==> config.mk <==
export PLATFORM = sky130hd
export DESIGN_NAME = gated_count_sequencer
export DESIGN_NICKNAME = d
export VERILOG_FILES = /design/src/rtl/gated_count_pkg.sv /design/src/rtl/gated_counter.sv /design/src/rtl/gated_count_sequencer.sv
export SDC_FILE = /design/constraint.sdc
export NUM_CORES = 1
export LEC_CHECK = 0
export CORE_ASPECT_RATIO = 1.5
export CORE_MARGIN = 10
export CORE_UTILIZATION = 55
export CTS_CLUSTER_DIAMETER = 40
export DETAILED_ROUTE_END_ITERATION = 16
export GPL_ROUTABILITY_DRIVEN = 0
export PLACE_DENSITY_LB_ADDON = 0.05
export SYNTH_ARGS = -nofsm -noshare
export SYNTH_HDL_FRONTEND = slang
export SYNTH_SLANG_ARGS = --single-unit
==> constraint.sdc <==
create_clock -name clk -period 6.6 [get_ports clk]
set_input_delay 1.32 -clock clk [delete_from_list [all_inputs] [get_ports clk]]
set_output_delay 1.32 -clock clk [all_outputs]
set_load 0.005 [all_outputs]
==> src/rtl/gated_count_pkg.sv <==
// Shared definitions for the gated counter burst sequencer.
//   state_t      : sequencer FSM state encoding (ST_IDLE, ST_RUN, ST_GAP, ST_DONE)
//   DEF_*_W      : default widths for the timers, burst index and counter
package gated_count_pkg;

    localparam int DEF_LEN_W   = 8;
    localparam int DEF_BURST_W = 4;
    localparam int DEF_CNT_W   = 4;

    typedef enum logic [1:0] {
        ST_IDLE = 2'd0,
        ST_RUN  = 2'd1,
        ST_GAP  = 2'd2,
        ST_DONE = 2'd3
    } state_t;

endpackage

==> src/rtl/gated_counter.sv <==
// Free-running counter that advances only while enable is high.
// It wraps naturally modulo 2^CNT_W.
//   clk    : system clock, rising edge
//   rst    : synchronous, active-high reset (clears count)
//   enable : count-enable; count advances on each rising edge where it is high
//   count  : current counter value
module gated_counter
    import gated_count_pkg::*;
#(
    parameter int CNT_W = DEF_CNT_W
) (
    input  logic             clk,
    input  logic             rst,
    input  logic             enable,
    output logic [CNT_W-1:0] count
);

    always_ff @(posedge clk) begin
        if (rst) begin
            count <= '0;
        end else if (enable) begin
            count <= count + CNT_W'(1);
        end
    end

endmodule

==> src/rtl/gated_count_sequencer.sv <==
// Burst scheduler for the gated counter. An accepted start latches the
// configuration, then drives enable high for run_len cycles, low for gap_len
// cycles, repeated num_bursts times, and ends with a one-cycle done pulse.
//   clk        : system clock, rising edge
//   rst        : synchronous, active-high reset (also resets the counter)
//   start      : request to begin a sequence, honoured only in IDLE
//   abort      : return to IDLE next cycle without a done pulse
//   run_len    : enable-high cycles per burst (latched on accepted start)
//   gap_len    : enable-low cycles between bursts (latched on accepted start)
//   num_bursts : bursts per sequence (latched on accepted start)
//   enable     : registered enable into the gated counter
//   count      : gated counter value
//   busy       : high while in RUN or GAP
//   done       : one-cycle pulse when the last burst completes
//   burst_idx  : 0-based index of the current burst
//   dbg_state  : current FSM state, for observation only
//
// Handshake: start is a level sampled on each rising edge while in IDLE; there
// is no ready. A start seen outside IDLE, or together with abort, is dropped.
module gated_count_sequencer
    import gated_count_pkg::*;
#(
    parameter int LEN_W   = DEF_LEN_W,
    parameter int BURST_W = DEF_BURST_W,
    parameter int CNT_W   = DEF_CNT_W
) (
    input  logic               clk,
    input  logic               rst,
    input  logic               start,
    input  logic               abort,
    input  logic [LEN_W-1:0]   run_len,
    input  logic [LEN_W-1:0]   gap_len,
    input  logic [BURST_W-1:0] num_bursts,
    output logic               enable,
    output logic [CNT_W-1:0]   count,
    output logic               busy,
    output logic               done,
    output logic [BURST_W-1:0] burst_idx,
    output logic [1:0]         dbg_state
);

    state_t               state_q, state_d;
    logic [LEN_W-1:0]     timer_q, timer_d;
    logic [BURST_W-1:0]   burst_d;
    logic [LEN_W-1:0]     run_len_q, run_len_d;
    logic [LEN_W-1:0]     gap_len_q, gap_len_d;
    logic [BURST_W-1:0]   num_bursts_q, num_bursts_d;

    // Next-state, phase timer, burst index and config latch.
    always_comb begin
        state_d      = state_q;
        timer_d      = timer_q;
        burst_d      = burst_idx;
        run_len_d    = run_len_q;
        gap_len_d    = gap_len_q;
        num_bursts_d = num_bursts_q;

        case (state_q)
            ST_IDLE: begin
                if (start && !abort) begin
                    run_len_d    = run_len;
                    gap_len_d    = gap_len;
                    num_bursts_d = num_bursts;
                    burst_d      = '0;
                    // Empty sequences skip straight to the done pulse.
                    if (run_len == '0 || num_bursts == '0) begin
                        state_d = ST_DONE;
                        timer_d = '0;
                    end else begin
                        state_d = ST_RUN;
                        timer_d = run_len - LEN_W'(1);
                    end
                end
            end

            ST_RUN: begin
                if (abort) begin
                    state_d = ST_IDLE;
                    timer_d = '0;
                    burst_d = '0;
                end else if (timer_q == '0) begin
                    if (burst_idx == num_bursts_q - BURST_W'(1)) begin
                        state_d = ST_DONE;
                        timer_d = '0;
                    end else if (gap_len_q == '0) begin
                        // Back-to-back bursts: stay in RUN, enable never drops.
                        burst_d = burst_idx + BURST_W'(1);
                        timer_d = run_len_q - LEN_W'(1);
                    end else begin
                        state_d = ST_GAP;
                        timer_d = gap_len_q - LEN_W'(1);
                    end
                end else begin
                    timer_d = timer_q - LEN_W'(1);
                end
            end

            ST_GAP: begin
                if (abort) begin
                    state_d = ST_IDLE;
                    timer_d = '0;
                    burst_d = '0;
                end else if (timer_q == '0) begin
                    state_d = ST_RUN;
                    burst_d = burst_idx + BURST_W'(1);
                    timer_d = run_len_q - LEN_W'(1);
                end else begin
                    timer_d = timer_q - LEN_W'(1);
                end
            end

            ST_DONE: begin
                state_d = ST_IDLE;
                timer_d = '0;
                // burst_idx keeps its final value unless the sequence is aborted.
                if (abort) begin
                    burst_d = '0;
                end
            end

            default: begin
                state_d = ST_IDLE;
                timer_d = '0;
                burst_d = '0;
            end
        endcase
    end

    // Outputs are registered from the next state so they line up with it.
    always_ff @(posedge clk) begin
        if (rst) begin
            state_q      <= ST_IDLE;
            timer_q      <= '0;
            burst_idx    <= '0;
            run_len_q    <= '0;
            gap_len_q    <= '0;
            num_bursts_q <= '0;
            enable       <= 1'b0;
            busy         <= 1'b0;
            done         <= 1'b0;
        end else begin
            state_q      <= state_d;
            timer_q      <= timer_d;
            burst_idx    <= burst_d;
            run_len_q    <= run_len_d;
            gap_len_q    <= gap_len_d;
            num_bursts_q <= num_bursts_d;
            enable       <= (state_d == ST_RUN);
            busy         <= (state_d == ST_RUN) || (state_d == ST_GAP);
            done         <= (state_d == ST_DONE);
        end
    end

    assign dbg_state = state_q;

    gated_counter #(
        .CNT_W (CNT_W)
    ) u_counter (
        .clk    (clk),
        .rst    (rst),
        .enable (enable),
        .count  (count)
    );

endmodule
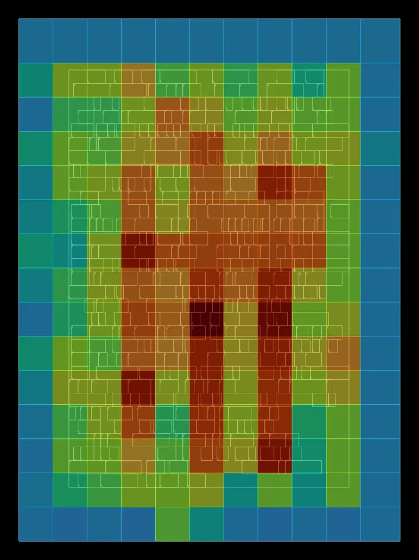
Fig. 1. Congestion heat map (run 1).
drt wl/cell: 15.4 um
global-route total usage across every layer: 17.4%
M2 GR Usage: 31.7%

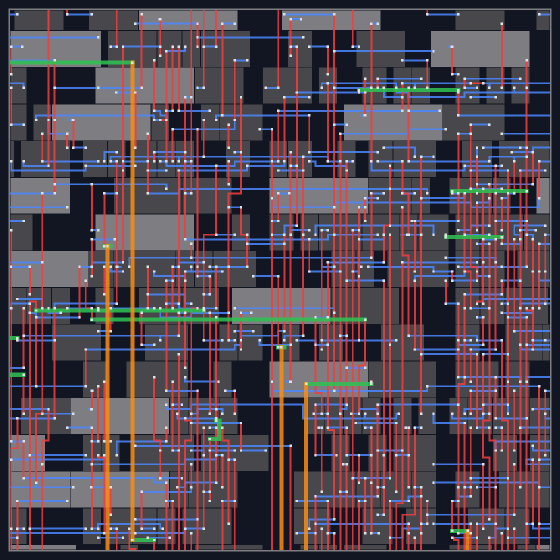
Fig. 2. Layout detail (run 1).
Window x 19 to 59, y 54 to 94 um. Cells in grey, sequential cells in the stronger grey; small squares are vias.
colour	layer
red	metal 2
blue	metal 1
green	metal 3
orange	metal 4
most frequent	nand2_1 (29), a21oi_1 (18), dfxtp_1 (16)
sequential cells in the window	16
cells with their middle in the window	151
netlist names of flops here include	run_len_q (8), gap_len_q (5), u_counter.count (2)

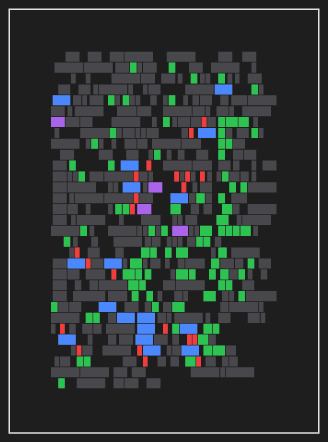
Fig. 3. Gate families picked out (run 1).
Scale: 4 px per um.
colour	family	cells
purple	mux cells	4
green	aoi and oai cells	83
red	inv cells	21
blue	fa/ha/maj cells	17

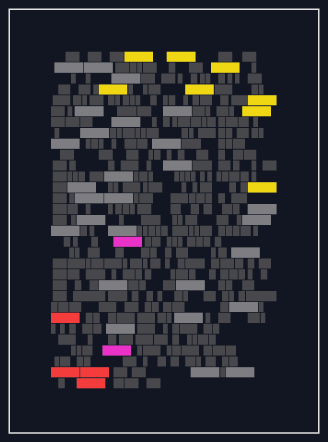
Fig. 4. Sequential cells grouped by signal name (run 1).
Scale: 4 px per um. Other sequential cells in the stronger grey, the rest of the logic in the fainter grey.
colour	name in the netlist	sequential cells
yellow	gap_len_q	8
red	burst_idx	4
magenta	dbg_state	2

run 1: worst paths after layout:
path                                                    from  depth (start not counted)                            to  slack, ns
worst max register to register     gap_len_q[0]$_SDFFE_PP0P_                          8     burst_idx[3]$_SDFFE_PP0P_       3.94
worst min register to register  num_bursts_q[3]$_SDFFE_PP0P_                          2  num_bursts_q[3]$_SDFFE_PP0P_       0.48
worst min-delay path            num_bursts_q[3]$_SDFFE_PP0P_                          2  num_bursts_q[3]$_SDFFE_PP0P_       0.48
worst max-delay path                              run_len[2]                          7       timer_q[0]$_SDFFE_PP0P_       3.05
run 1: flip-flops by register name, indices dropped and copies added, names as in the netlist:
signal / flops
run_len_q: 8
num_bursts_q: 4
dbg_state: 2
gap_len_q: 8
burst_idx: 4
busy: 1
enable: 1
timer_q: 8
u_counter.count: 4
done: 1
==> results_dict.tcl, run 1 <==
# collected from the flow reports
set metrics [dict create \
    outcome "finished clean" \
    first_iter_violations 165 \
    pin_count 37 \
    drt_pass1_iterations 4 \
    final_hold_viol_count 0 \
    critical-path-top-delay-family "simple AND/OR/NAND/NOR gates" \
    clk-power_mw 0.192 \
    setup_viol_count_final 0 \
    yosys.area_share.xor_xnor_pct 8.02 \
    top_cells_by_count "nand2_1 (55), dfxtp_1 (41), a21oi_1 (39)" \
    total_number_of_sequential_cells 41 \
    grt_start_max_net_pins 42 \
    pwr_density_cell_nw_per_um2 217 \
    finalInstanceArea_sq_um 3190 \
    height_of_the_die_um 106 \
    global_route.overflow_total 0 \
    grt_antenna_before_repair 0 \
    final_core_util_pct 66.9 \
    yosys.area_share.aoi_pct 19.8 \
    synth.avg_cell_area_sq_um 7.54 \
    grt_pass1_vias 2566 \
    flop_cell "dfxtp_1" \
    layout.cells.most_common_list "nand2_1 (55), dfxtp_1 (41), a21oi_1 (39)" \
    synth-simple-area-share_pct 27.5 \
    detail_route.wirelength.met1_um 2770 \
    unrepaired_setup_endpoints_after_global_routing "no" \
    inv_count 21 \
    dominant_cells "logic gates" \
    grt_busiest_layer "met2" \
    setup.worst_path.start_class "input port" \
    timing.hold.ws_ns 0.479 \
    ctsRootBufferMaster "clkbuf_8" \
    yosys_warn_count 0 \
    cts-htree-levels 2 \
    floorplan.die.width_um 77.0 \
    mux_share_pct 1.54 \
    yosysUniqueCellTypes 50 \
]
==> run 1 -> run 2 <==
--- a/config.mk
+++ b/config.mk
@@ -7,7 +7,7 @@
 export LEC_CHECK = 0
 export CORE_ASPECT_RATIO = 1.5
 export CORE_MARGIN = 10
-export CORE_UTILIZATION = 55
+export CORE_UTILIZATION = 50
 export CTS_CLUSTER_DIAMETER = 40
 export DETAILED_ROUTE_END_ITERATION = 16
 export GPL_ROUTABILITY_DRIVEN = 0
==> constraint.sdc (replaced) <==
create_clock -name clk -period 2.9 [get_ports clk]
set_input_delay 0.58 -clock clk [delete_from_list [all_inputs] [get_ports clk]]
set_output_delay 0.58 -clock clk [all_outputs]
set_load 0.005 [all_outputs]
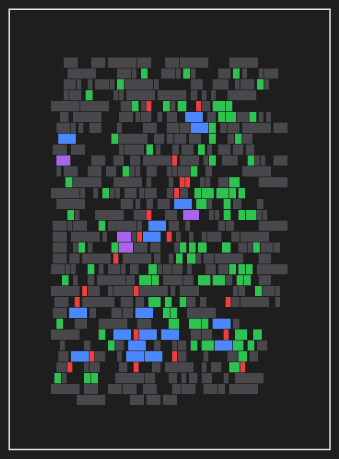
Fig. 5. Gate families picked out (run 2).
Scale: 4 px per um.
colour	family	cells
blue	fa/ha/maj cells	17
green	aoi and oai cells	83
purple	mux cells	4
red	inv cells	21

==> run 2 against run 1 <==
Compared with the run above:
- core utilization fell by 2.9 points
- highest routed layer unchanged
- count of clock-buffer cells in the layout fell by 2
- synthesized cell count did not move
- critical path type unchanged
==> results_dict.tcl, run 2 <==
# collected from the flow reports
set metrics [dict create \
    finalInstanceArea_sq_um 3310 \
    drt-wirelength-per-cell_um 15.5 \
    drt_pass1_iterations 4 \
    grt_pass1_vias 2568 \
    r2r_cells 8 \
    yosysUniqueCellTypes 50 \
    startpoint "run_len[2]" \
    startpoint_of_the_worst_slack_reg_to_reg_timing_path "gap_len_q[1]$_SDFFE_PP0P_" \
    whs_endpoint "num_bursts_q[3]$_SDFFE_PP0P_" \
    yosys_warn_count 0 \
    setup.worst_path.start_class "input port" \
    setup_viol_count_final 0 \
    global_route.overflow_total 0 \
    timing.hold.ws_ns 0.472 \
    pwr_density_cell_nw_per_um2 474 \
    top_cells_by_count "nand2_1 (55), dfxtp_1 (41), a21oi_1 (39)" \
    cp-endpoint "busy$_SDFF_PP0_" \
    floorplan.die.width_um 79.8 \
    cp_num_cells 8 \
    mux_share_pct 1.54 \
    yosys.area_share.aoi_pct 19.8 \
    synth.avg_cell_area_sq_um 7.54 \
    first_iter_violations 179 \
    yosys.area_share.xor_xnor_pct 8.02 \
    r2r_slack_ns 0.36 \
    hold_path_depth 2 \
    outcome "finished clean" \
    height_of_the_die_um 110 \
    min-delay-start "num_bursts_q[3]$_SDFFE_PP0P_" \
    track_usage_pct 17.3 \
    pin_count 37 \
    final_core_util_pct 64.1 \
]
[run 2: cell types whose count changed in the layout (fill, tap and decap cells not counted), sizes merged]
cell,delta
clkbuf,-2
buf,+17
clkinvlp,+3
inv,-1
[run 2: final cells by class]
type / instances / share of cell area (%)
Timing Repair Buffer: 54 / 15.0
Clock buffer: 5 / 2.08
Sequential cell: 41 / 24.8
Inverter: 21 / 2.38
Tap cell: 68 / 2.57
Multi-Input combinational cell: 282 / 52.5
Clock inverter: 3 / 0.681
[run 2: layer usage]
layer	up-vias	routed length [um]	GRT usage, %
met5	-	0	0
met4	0	240	7.70
met3	19	352	4.17
met2	70	3680	29.5
met1	1226	3090	19.9
li1	1348	-	-
==> run 2 -> run 3 <==
--- a/config.mk
+++ b/config.mk
@@ -11,6 +11,7 @@
 export CTS_CLUSTER_DIAMETER = 40
 export DETAILED_ROUTE_END_ITERATION = 16
 export GPL_ROUTABILITY_DRIVEN = 0
+export MAX_ROUTING_LAYER = met4
 export PLACE_DENSITY_LB_ADDON = 0.05
 export SYNTH_ARGS = -nofsm -noshare
 export SYNTH_HDL_FRONTEND = slang
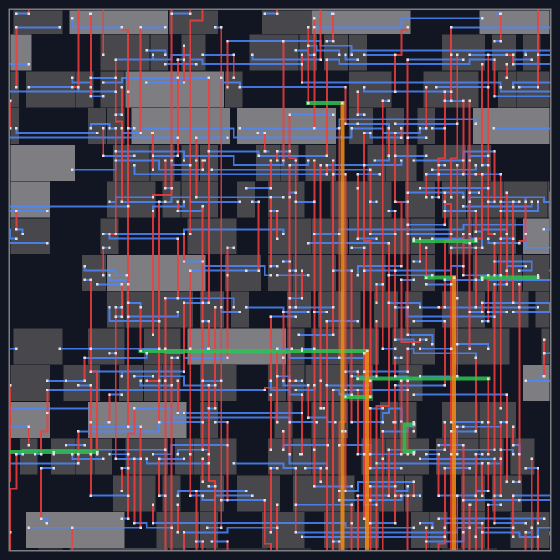
Fig. 6. Layout detail (run 3).
Window x 20 to 60, y 57 to 97 um. Cells in grey, sequential cells in the stronger grey; small squares are vias.
colour	layer
blue	metal 1
orange	metal 4
green	metal 3
red	metal 2
netlist names of flops here include	gap_len_q (6), run_len_q (6)
cells with their middle in the window	147
most frequent	nand2_1 (27), a21oi_1 (15), dfxtp_1 (12)
sequential cells in the window	12

==> run 3 against run 2 <==
Compared with the run above:
- flip-flop count is the same
- total power is essentially flat
- via count is essentially flat
- largest cell class unchanged
- largest power group unchanged
- highest routed layer unchanged
==> results_dict.tcl, run 3 <==
# collected from the flow reports
set metrics [dict create \
    height_of_the_die_um 110 \
    layout.cells.most_common_list "nand2_1 (55), dfxtp_1 (41), a21oi_1 (39)" \
    cap_violations 0 \
    yosys_warn_count 0 \
    final-comb-area_sq_um 1740 \
    whs_endpoint "num_bursts_q[3]$_SDFFE_PP0P_" \
    min-delay-start "num_bursts_q[3]$_SDFFE_PP0P_" \
    r2r_slack_ns 0.34 \
    top_cells_by_count "nand2_1 (55), dfxtp_1 (41), a21oi_1 (39)" \
    yosys-stat-area_sq_um 2680 \
    startpoint "run_len[2]" \
    global_route.overflow_total 0 \
    netSwitchingFraction_pct 35.9 \
    finalInstanceArea_sq_um 3310 \
    mux_share_pct 1.54 \
    floorplan.die.width_um 79.8 \
    first_iter_violations 182 \
    tritoncts.num_buffers 5 \
    pwr_density_cell_nw_per_um2 475 \
    track_usage_pct 17.8 \
    drt_pass1_iterations 5 \
    grt_pass1_vias 2569 \
    setup.worst_path.start_class "input port" \
    synth.avg_cell_area_sq_um 7.54 \
    hold_path_depth 2 \
    yosysUniqueCellTypes 50 \
    cp-endpoint "busy$_SDFF_PP0_" \
    grt_start_max_net_pins 42 \
    timing.hold.ws_ns 0.472 \
    yosys_register_bits 41 \
    outcome "finished clean" \
    cp_num_cells 8 \
    setup_viol_count_final 0 \
    startpoint_of_the_worst_slack_reg_to_reg_timing_path "gap_len_q[1]$_SDFFE_PP0P_" \
    yosys.area_share.xor_xnor_pct 8.02 \
    pin_count 37 \
]
-- run 3: cell counts after synthesis --
No cell type changed its count.
-- run 3: layer usage --
layer	routed length [um]	GRT usage [%]
met1	3150	20.5
met2	3750	29.5
met3	234	3.02
met4	241	7.70
met5	0	-
-- run 3: cell type report --
class | instances | area share [%]
clock buffers | 5 | 2.08
flip-flops and latches | 41 | 24.8
multi-input cells | 282 | 52.5
inverters | 21 | 2.38
well taps | 68 | 2.57
clock inverters | 3 | 0.681
repair buffers | 54 | 15.0
-- run 3: through the flow --
stage / power (mW) / std cells / utilization, %
after floorplan: 0.995 / 356 / -
after global placement: 1.17 / 466 / 62.3
after detailed placement: 1.18 / 466 / 62.3
after CTS: 1.57 / 474 / 64.1
after global routing: 1.66 / 474 / 64.1
final: 1.57 / 474 / 64.1

==> screenshots <==
Metal 2.
Scale: 2 px per um.
panel A
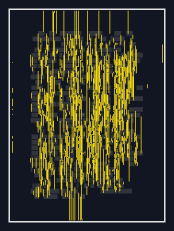
panel B
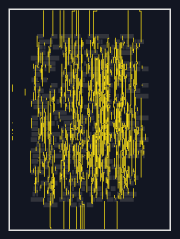
| from | picture |
|---|---|
| run 1 | panel A |
| run 2 | panel B |

No activity file was given, so power comes from the tool's default toggle rates.
